### Clock nets, run 1

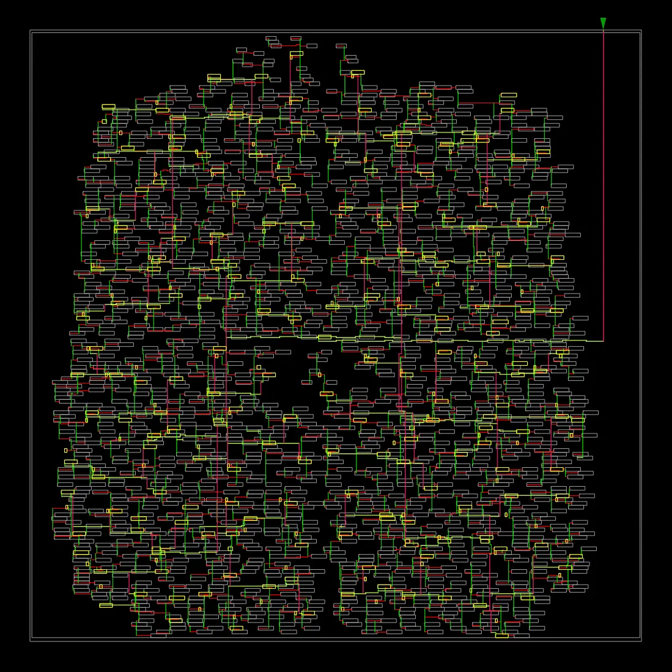
### Clock wires, drivers and flops, run 1

Drawn at 1 px/um.
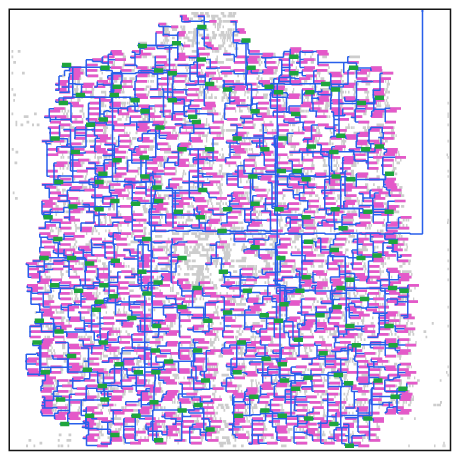
### Wiring by layer, run 1

Drawn at 1 px/um.
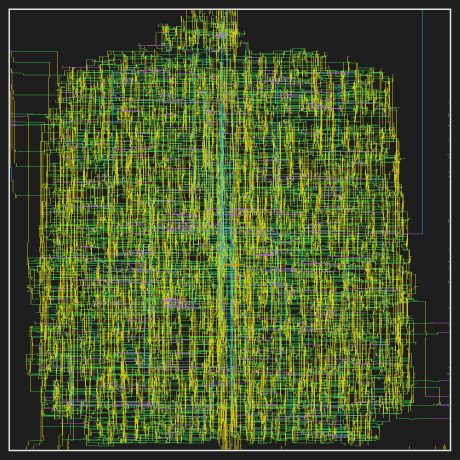
File: config.mk
export PLATFORM = sky130hd
export DESIGN_NAME = slice_collector
export DESIGN_NICKNAME = d
export VERILOG_FILES = /design/src/rtl/slice_collector.sv
export SDC_FILE = /design/constraint.sdc
export NUM_CORES = 1
export LEC_CHECK = 0
export ABC_AREA = 1
export CAP_MARGIN = 20
export CORE_UTILIZATION = 35
export DETAILED_ROUTE_END_ITERATION = 7
export GPL_ROUTABILITY_DRIVEN = 0
export PLACE_DENSITY = 0.47
export SYNTH_ARGS = -nofsm -noshare
export SYNTH_HDL_FRONTEND = slang
export SYNTH_SLANG_ARGS = --single-unit
export TNS_END_PERCENT = 10
File: constraint.sdc
create_clock -name clk -period 10.3 [get_ports clk]
set_input_delay 3.09 -clock clk [delete_from_list [all_inputs] [get_ports clk]]
set_output_delay 3.09 -clock clk [all_outputs]
set_load 0.005 [all_outputs]
File: src/rtl/slice_collector.sv
// slice_collector: sequences the text-file reader through NUM_FILES files, captures DEPTH words each,
// and presents each full buffer to the consumer. Optional XOR checksum enabled by SLICE_CHECKSUM_EN.
module slice_collector #(
    parameter int WORD_W    = 25,
    parameter int DEPTH     = 64,
    parameter int NUM_FILES = 4
) (
    input  logic                       clk,
    input  logic                       rst,
    input  logic                       start,
    output logic                       file_load,
    output logic [9:0]                 file_index,
    output logic                       rd,
    input  logic [WORD_W-1:0]          rd_data,
    output logic                       buf_valid,
    input  logic [$clog2(DEPTH)-1:0]   buf_raddr,
    output logic [WORD_W-1:0]          buf_rdata,
    input  logic                       buf_release,
    output logic                       busy,
    output logic                       done,
    output logic [WORD_W-1:0]          checksum
);

    localparam int ADDR_W = $clog2(DEPTH);
    localparam int CNT_W  = ADDR_W + 1;
    localparam logic [CNT_W-1:0] LAST_RD   = CNT_W'(DEPTH - 1);
    localparam logic [9:0]       LAST_FILE = 10'(NUM_FILES - 1);

    typedef enum logic [2:0] {
        S_IDLE  = 3'd0,
        S_OPEN  = 3'd1,
        S_READ  = 3'd2,
        S_DRAIN = 3'd3,
        S_READY = 3'd4,
        S_DONE  = 3'd5
    } state_t;

    state_t            r_state;
    state_t            w_state_nxt;
    logic [CNT_W-1:0]  r_rd_cnt;
    logic [CNT_W-1:0]  w_rd_cnt_nxt;
    logic [9:0]        r_file_index;
    logic [9:0]        w_file_index_nxt;
    logic              r_file_load;
    logic              r_rd;
    logic              r_rd_q;
    logic              r_buf_valid;
    logic              r_busy;
    logic              r_done;
    logic [ADDR_W-1:0] r_wr_ptr;
    logic [WORD_W-1:0] r_buf [DEPTH];

    // Next-state, read counter and file index decode.
    always_comb begin
        w_state_nxt      = r_state;
        w_rd_cnt_nxt     = r_rd_cnt;
        w_file_index_nxt = r_file_index;
        case (r_state)
            S_IDLE, S_DONE: begin
                if (start) begin
                    w_state_nxt      = S_OPEN;
                    w_file_index_nxt = 10'd0;
                end else begin
                    w_state_nxt = r_state;
                end
            end
            S_OPEN: begin
                w_state_nxt  = S_READ;
                w_rd_cnt_nxt = '0;
            end
            S_READ: begin
                w_rd_cnt_nxt = r_rd_cnt + CNT_W'(1);
                if (r_rd_cnt == LAST_RD) begin
                    w_state_nxt = S_DRAIN;
                end else begin
                    w_state_nxt = S_READ;
                end
            end
            S_DRAIN: begin
                w_state_nxt = S_READY;
            end
            S_READY: begin
                if (buf_release && (r_file_index == LAST_FILE)) begin
                    w_state_nxt = S_DONE;
                end else if (buf_release) begin
                    w_state_nxt      = S_OPEN;
                    w_file_index_nxt = r_file_index + 10'd1;
                end else begin
                    w_state_nxt = S_READY;
                end
            end
            default: begin
                w_state_nxt = S_IDLE;
            end
        endcase
    end

    // State register; strobes are registered from the next state so they line up with it.
    always_ff @(posedge clk) begin
        if (rst) begin
            r_state      <= S_IDLE;
            r_rd_cnt     <= '0;
            r_file_index <= 10'd0;
            r_file_load  <= 1'b0;
            r_rd         <= 1'b0;
            r_buf_valid  <= 1'b0;
            r_busy       <= 1'b0;
            r_done       <= 1'b0;
        end else begin
            r_state      <= w_state_nxt;
            r_rd_cnt     <= w_rd_cnt_nxt;
            r_file_index <= w_file_index_nxt;
            r_file_load  <= (w_state_nxt == S_OPEN);
            r_rd         <= (w_state_nxt == S_READ);
            r_buf_valid  <= (w_state_nxt == S_READY);
            r_busy       <= (w_state_nxt != S_IDLE) && (w_state_nxt != S_DONE);
            r_done       <= (w_state_nxt == S_DONE);
        end
    end

    // Capture pipeline control: reader data arrives one cycle after the rd strobe.
    always_ff @(posedge clk) begin
        if (rst) begin
            r_rd_q   <= 1'b0;
            r_wr_ptr <= '0;
        end else begin
            r_rd_q <= r_rd;
            if (r_state == S_OPEN) begin
                r_wr_ptr <= '0;
            end else if (r_rd_q) begin
                r_wr_ptr <= r_wr_ptr + ADDR_W'(1);
            end else begin
                r_wr_ptr <= r_wr_ptr;
            end
        end
    end

    // Buffer storage; contents are deliberately not cleared by reset.
    always_ff @(posedge clk) begin
        if (!rst && r_rd_q) begin
            r_buf[r_wr_ptr] <= rd_data;
        end
    end

`ifdef SLICE_CHECKSUM_EN
    logic [WORD_W-1:0] r_checksum;

    // XOR of every captured word of the current file.
    always_ff @(posedge clk) begin
        if (rst) begin
            r_checksum <= '0;
        end else if (r_state == S_OPEN) begin
            r_checksum <= '0;
        end else if (r_rd_q) begin
            r_checksum <= r_checksum ^ rd_data;
        end else begin
            r_checksum <= r_checksum;
        end
    end

    assign checksum = r_checksum;
`else
    assign checksum = '0;
`endif

    assign file_load  = r_file_load;
    assign file_index = r_file_index;
    assign rd         = r_rd;
    assign buf_valid  = r_buf_valid;
    assign busy       = r_busy;
    assign done       = r_done;
    assign buf_rdata  = r_buf_valid ? r_buf[buf_raddr] : '0;

endmodule

==> deck_impl_summary.md, run 1 <==
Physical Implementation Snapshot

Outcome
  – Status: completed

Run
  – Log Warnings: 41
  – Max_cap viols: 0

Floorplan
  – Chip Area: 193000 um^2
  – I/O Pins: 100
  – Chip Width: 440 um
  – Die Ht: 440 um
  – Core outline area: 190000 um^2

GRT
  – GR Layer Usage met3: 0.0261
  – Vias in the first global route: 40900
  – Met2 usage: 0.321
  – Grt ovf: 0

Synthesis
  – Post-synth regs: 1632
  – Top cell area share: 0.716
  – Yosys xor share: 0.000522
  – Dominant flop cell: edfxtp_1
  – # Cells Yosys: 5650
  – EDFF count, synth: 1600
  – YS warnings: 0
  – Netlist cell types: 35
  – MUX share of area: 0
  – Synth Instances: 5650

Finish
  – Invs w/o clock: 36
  – Biggest Area Class: flip-flops and latches
  – Fraction of area in multi-input gates: 0.211
  – Signal buffers share of area: 0.0306
  – Number of diodes: 3
  – Net count, final: 5739
  – Fillers: 17900
  – Area grow syn2layout: 13.0%
  – Non-Filler Instances: 8361
  – Most frequent cells in the layout: 2046 x nand2_1, 1600 x edfxtp_1, 1371 x nand3_1
  – Flop count: 1632

Min path
  – End of the worst hold path: r_rd_q
  – HP Class: reg2reg
  – Hold path depth: 2

Final timing
  – Rel. slew slack: 0.239
  – RSZ-0062 raised after global routing: false
  – Period minus WS final: 9550 ps
  – Worst hold slack: 465 ps
  – Final Max Tran Viols: 0
  – Final setup vio count: 0
  – Min setup slack post-route: 751 ps
  – Setup_tns: 0 ps
  – Final hold violations: 0
  – Final period util: 0.927
  – Worst-Margin Slew: 1140 ps
  – Achievable clock frequency: 105 MHz

Placed design
  – Detailed Place HPWL: 105000 um
  – DP Worst Slack: 805 ps
  – DP Area: 70100 um^2

Clock tree
  – H-tree lvl count: 4
  – Post-cts sizing count: 0
  – Clk sinks: 1632
  – Clock transition at path regs: 60 ps

Drt
  – Final wirelength: 202000 um
  – WL/cell: 24.1 um
  – Routed vias/inst: 5.16
  – Drt first pass iters: 5
  – Post-DRT Antenna Nets: 0

Setup path
  – Critical path start-end classification: in2out
  – Worst reg2reg path startpoint: r_rd_q
  – CP Max Fanout: 137
  – CP arrival: 6460 ps
  – CP required: 7210 ps

Pwr
  – Comb. pwr: 865 uW
  – Sw Ratio: 0.233
  – Cell area power density: 188 nW/um^2
  – Total power: 14.3 mW
  – Internal power: 10.9 mW
Notes on 'Clock nets' above:
tally of clock buffers in the finished layout: 212
Inserted Clock Buffers: 175
Final Skew: 50.0 ps

Notes on 'Clock wires, drivers and flops' above:
[magenta] flip-flops | count: 1632
[green] clock-net drivers | count: 175
[blue] clock wires | length: 20.6 mm
flops lie	all over the die
clock power share: 0.428
clk pwr: 6.10 mW
clk_lat worst skew: 830 ps

Notes on 'Wiring by layer' above:
colour	layer	wire length
cyan	M4	5720 um
orange	M5	19.3 um
purple	M3	10700 um
yellow	M2	91.9 mm
green	M1	93.4 mm

[run 1: flip-flops by register name (all words and copies together) (netlist names)]
signal	flops
r_buf	1600
r_state	3
file_load	1
rd	1
buf_valid	1
busy	1
r_rd_cnt	7
r_rd_q	1
r_wr_ptr	6
done	1
file_index	10
[run 1: worst max-delay path, cell delays in order]
cell	delay [ps]
buf_8	200
clkinv_16	310
buf_4	460
nand2_1	90
nand3_1	80
nand3_1	100
nand2_1	90
nand2_1	120
nand3_1	170
nand3_1	360
a21oi_1	530
clkdlybuf4s50_1	590
[run 1: metal layers]
metal / part of all wire / routed length, um
met4: 0.028 / 5720
met3: 0.053 / 10700
met5: 0.000094 / 19
met1: 0.46 / 93400
met2: 0.46 / 91900
### Metal 3, run 1

Drawn at 1 px/um.
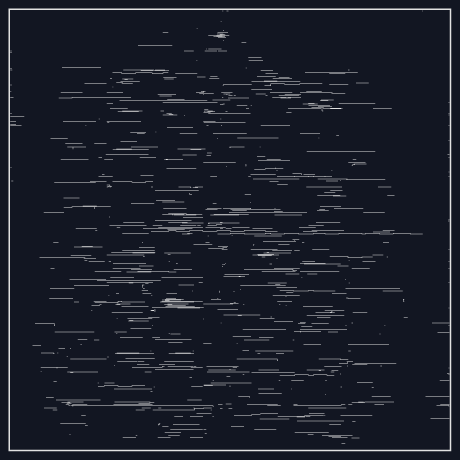

## Run 2: what changed since run 1
--- a/config.mk
+++ b/config.mk
@@ -10,7 +10,10 @@
 export CORE_UTILIZATION = 35
 export DETAILED_ROUTE_END_ITERATION = 7
 export GPL_ROUTABILITY_DRIVEN = 0
+export GPL_TIMING_DRIVEN = 0
 export PLACE_DENSITY = 0.47
+export RECOVER_POWER = 50
+export SETUP_SLACK_MARGIN = 0.02
 export SYNTH_ARGS = -nofsm -noshare
 export SYNTH_HDL_FRONTEND = slang
 export SYNTH_SLANG_ARGS = --single-unit
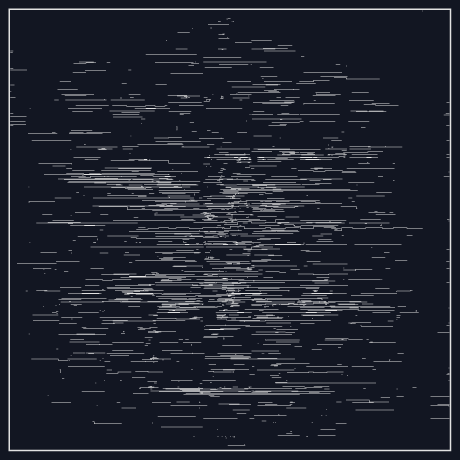
*Metal 3, run 2*
Drawn at 1 px/um.
wire length on this layer	21.6 mm
nets with wire on the layer	653
share of all routed wire	8.4%
main direction	horizontal
Via Count: 46600
final wirelength: 258000 um

==> deck_impl_summary.md, run 2 <==
Physical Implementation Snapshot

GRT
  – Pin count of the biggest net entering global routing: 65
  – Grt ovf: 0
  – Vias in the first global route: 43100
  – Met2 usage: 0.405
  – GR Layer Usage met3: 0.0481

Finish
  – Max FFs per register: 1600
  – Most frequent cells in the layout: 2047 x nand2_1, 1600 x edfxtp_1, 1371 x nand3_1
  – Fillers: 18000
  – Non-Filler Instances: 8677
  – Biggest register: r_buf
  – Area grow syn2layout: 16.6%
  – Net count, final: 6054

Min path
  – HP Class: reg2reg
  – Hold path depth: 2
  – End of the worst hold path: r_rd_q

Drt
  – WL met2: 116000 um
  – WL/cell: 29.8 um
  – Routed wl met3: 21600 um
  – Post-DRT Antenna Nets: 0
  – Routed vias/inst: 5.37
  – Uppermost layer routed: met5
  – M1 WL: 106000 um
  – Drt first pass iters: 5

Final timing
  – Worst-Margin Slew: 4330 ps
  – Worst hold slack: 447 ps
  – Rel. slew slack: -1.89
  – Final Skew: 36.1 ps
  – Final setup vio count: 0
  – Final period util: 0.990
  – Min setup slack post-route: 101 ps
  – Achievable clock frequency: 98.0 MHz
  – RSZ-0062 raised after global routing: false
  – Final Max Tran Viols: 1588
  – Setup_tns: 0 ps

Setup path
  – CP Cell Sequence: clkdlybuf4s50_1 > buf_2 > buf_1 > nand3_1 > nand2_1 > nand2_1 > nand3_1 > nand3_1 > a21oi_1 > clkdlybuf4s50_1
  – CP arrival: 7110 ps
  – Critical Path End: buf_rdata[8]
  – Critical path start-end classification: in2out
  – Worst path buffer plus inverter count: 4
  – Largest stage delay, worst path: 700 ps
  – Top cell by count, worst path: nand3_1
  – Worst Setup SP: buf_raddr[2]
  – Slowest CP cell: buf_2
  – CP required: 7210 ps
  – Critical path depth: 10
  – Worst reg2reg path startpoint: r_rd_q

Run
  – Max_cap viols: 39
  – Log Warnings: 26

Synthesis
  – Syn Area/Cell: 11.9 um^2
  – Post-synth regs: 1632
  – EDFF count, synth: 1600
  – Yosys xor share: 0.000522
  – MUX share of area: 0
  – Top cell area share: 0.716
  – Netlist cell types: 35
  – Synth Instances: 5650
  – Dominant flop cell: edfxtp_1
  – # Cells Yosys: 5650
  – Synth area leader: edfxtp_1

Pwr
  – Clock power share: 0.420
  – Comb. pwr: 1.06 mW
  – Total power: 14.5 mW
  – Peak VDD IR: 0.145 mV
  – Cell area power density: 185 nW/um^2

Clock tree
  – Clk sinks: 1632
  – Clk_lat worst skew: 840 ps
  – Maximum buffer depth of the clock tree: 3
  – H-tree lvl count: 4
  – Inserted Clock Buffers: 179

Placed design
  – DP Area: 73500 um^2
  – DP Worst Slack: 237 ps
  – Detailed Place HPWL: 175000 um

Outcome
  – Failing checks: max-capacitance violations, max-slew violations
  – Status: finished, violations left

Floorplan
  – Die Ht: 440 um
  – Chip Width: 440 um
  – I/O Pins: 100
  – Core outline area: 190000 um^2
[run 2: cell types whose count changed in the layout (fill, tap and decap cells not counted), moves of 18 or more]
cell	before	now
buf_6	0	132
buf_4	114	71
buf_1	0	26
clkbuf_1	35	160
buf_12	37	55
buf_2	26	92
[run 2: area by class of cell]
class | count | area, um^2 | area share
antenna | 5 | 12.5 | 0.000160
buffer | 378 | 2810 | 0.0359
clock buffer | 244 | 4870 | 0.0622
clock inverter | 82 | 544 | 0.00696
inverter | 36 | 148 | 0.00189
multi-input combinational | 3628 | 16000 | 0.205
sequential | 1632 | 48700 | 0.622
tap | 2511 | 3140 | 0.0401
timing repair buffer | 161 | 2030 | 0.0259
No activity file was given, so power comes from the tool's default toggle rates.
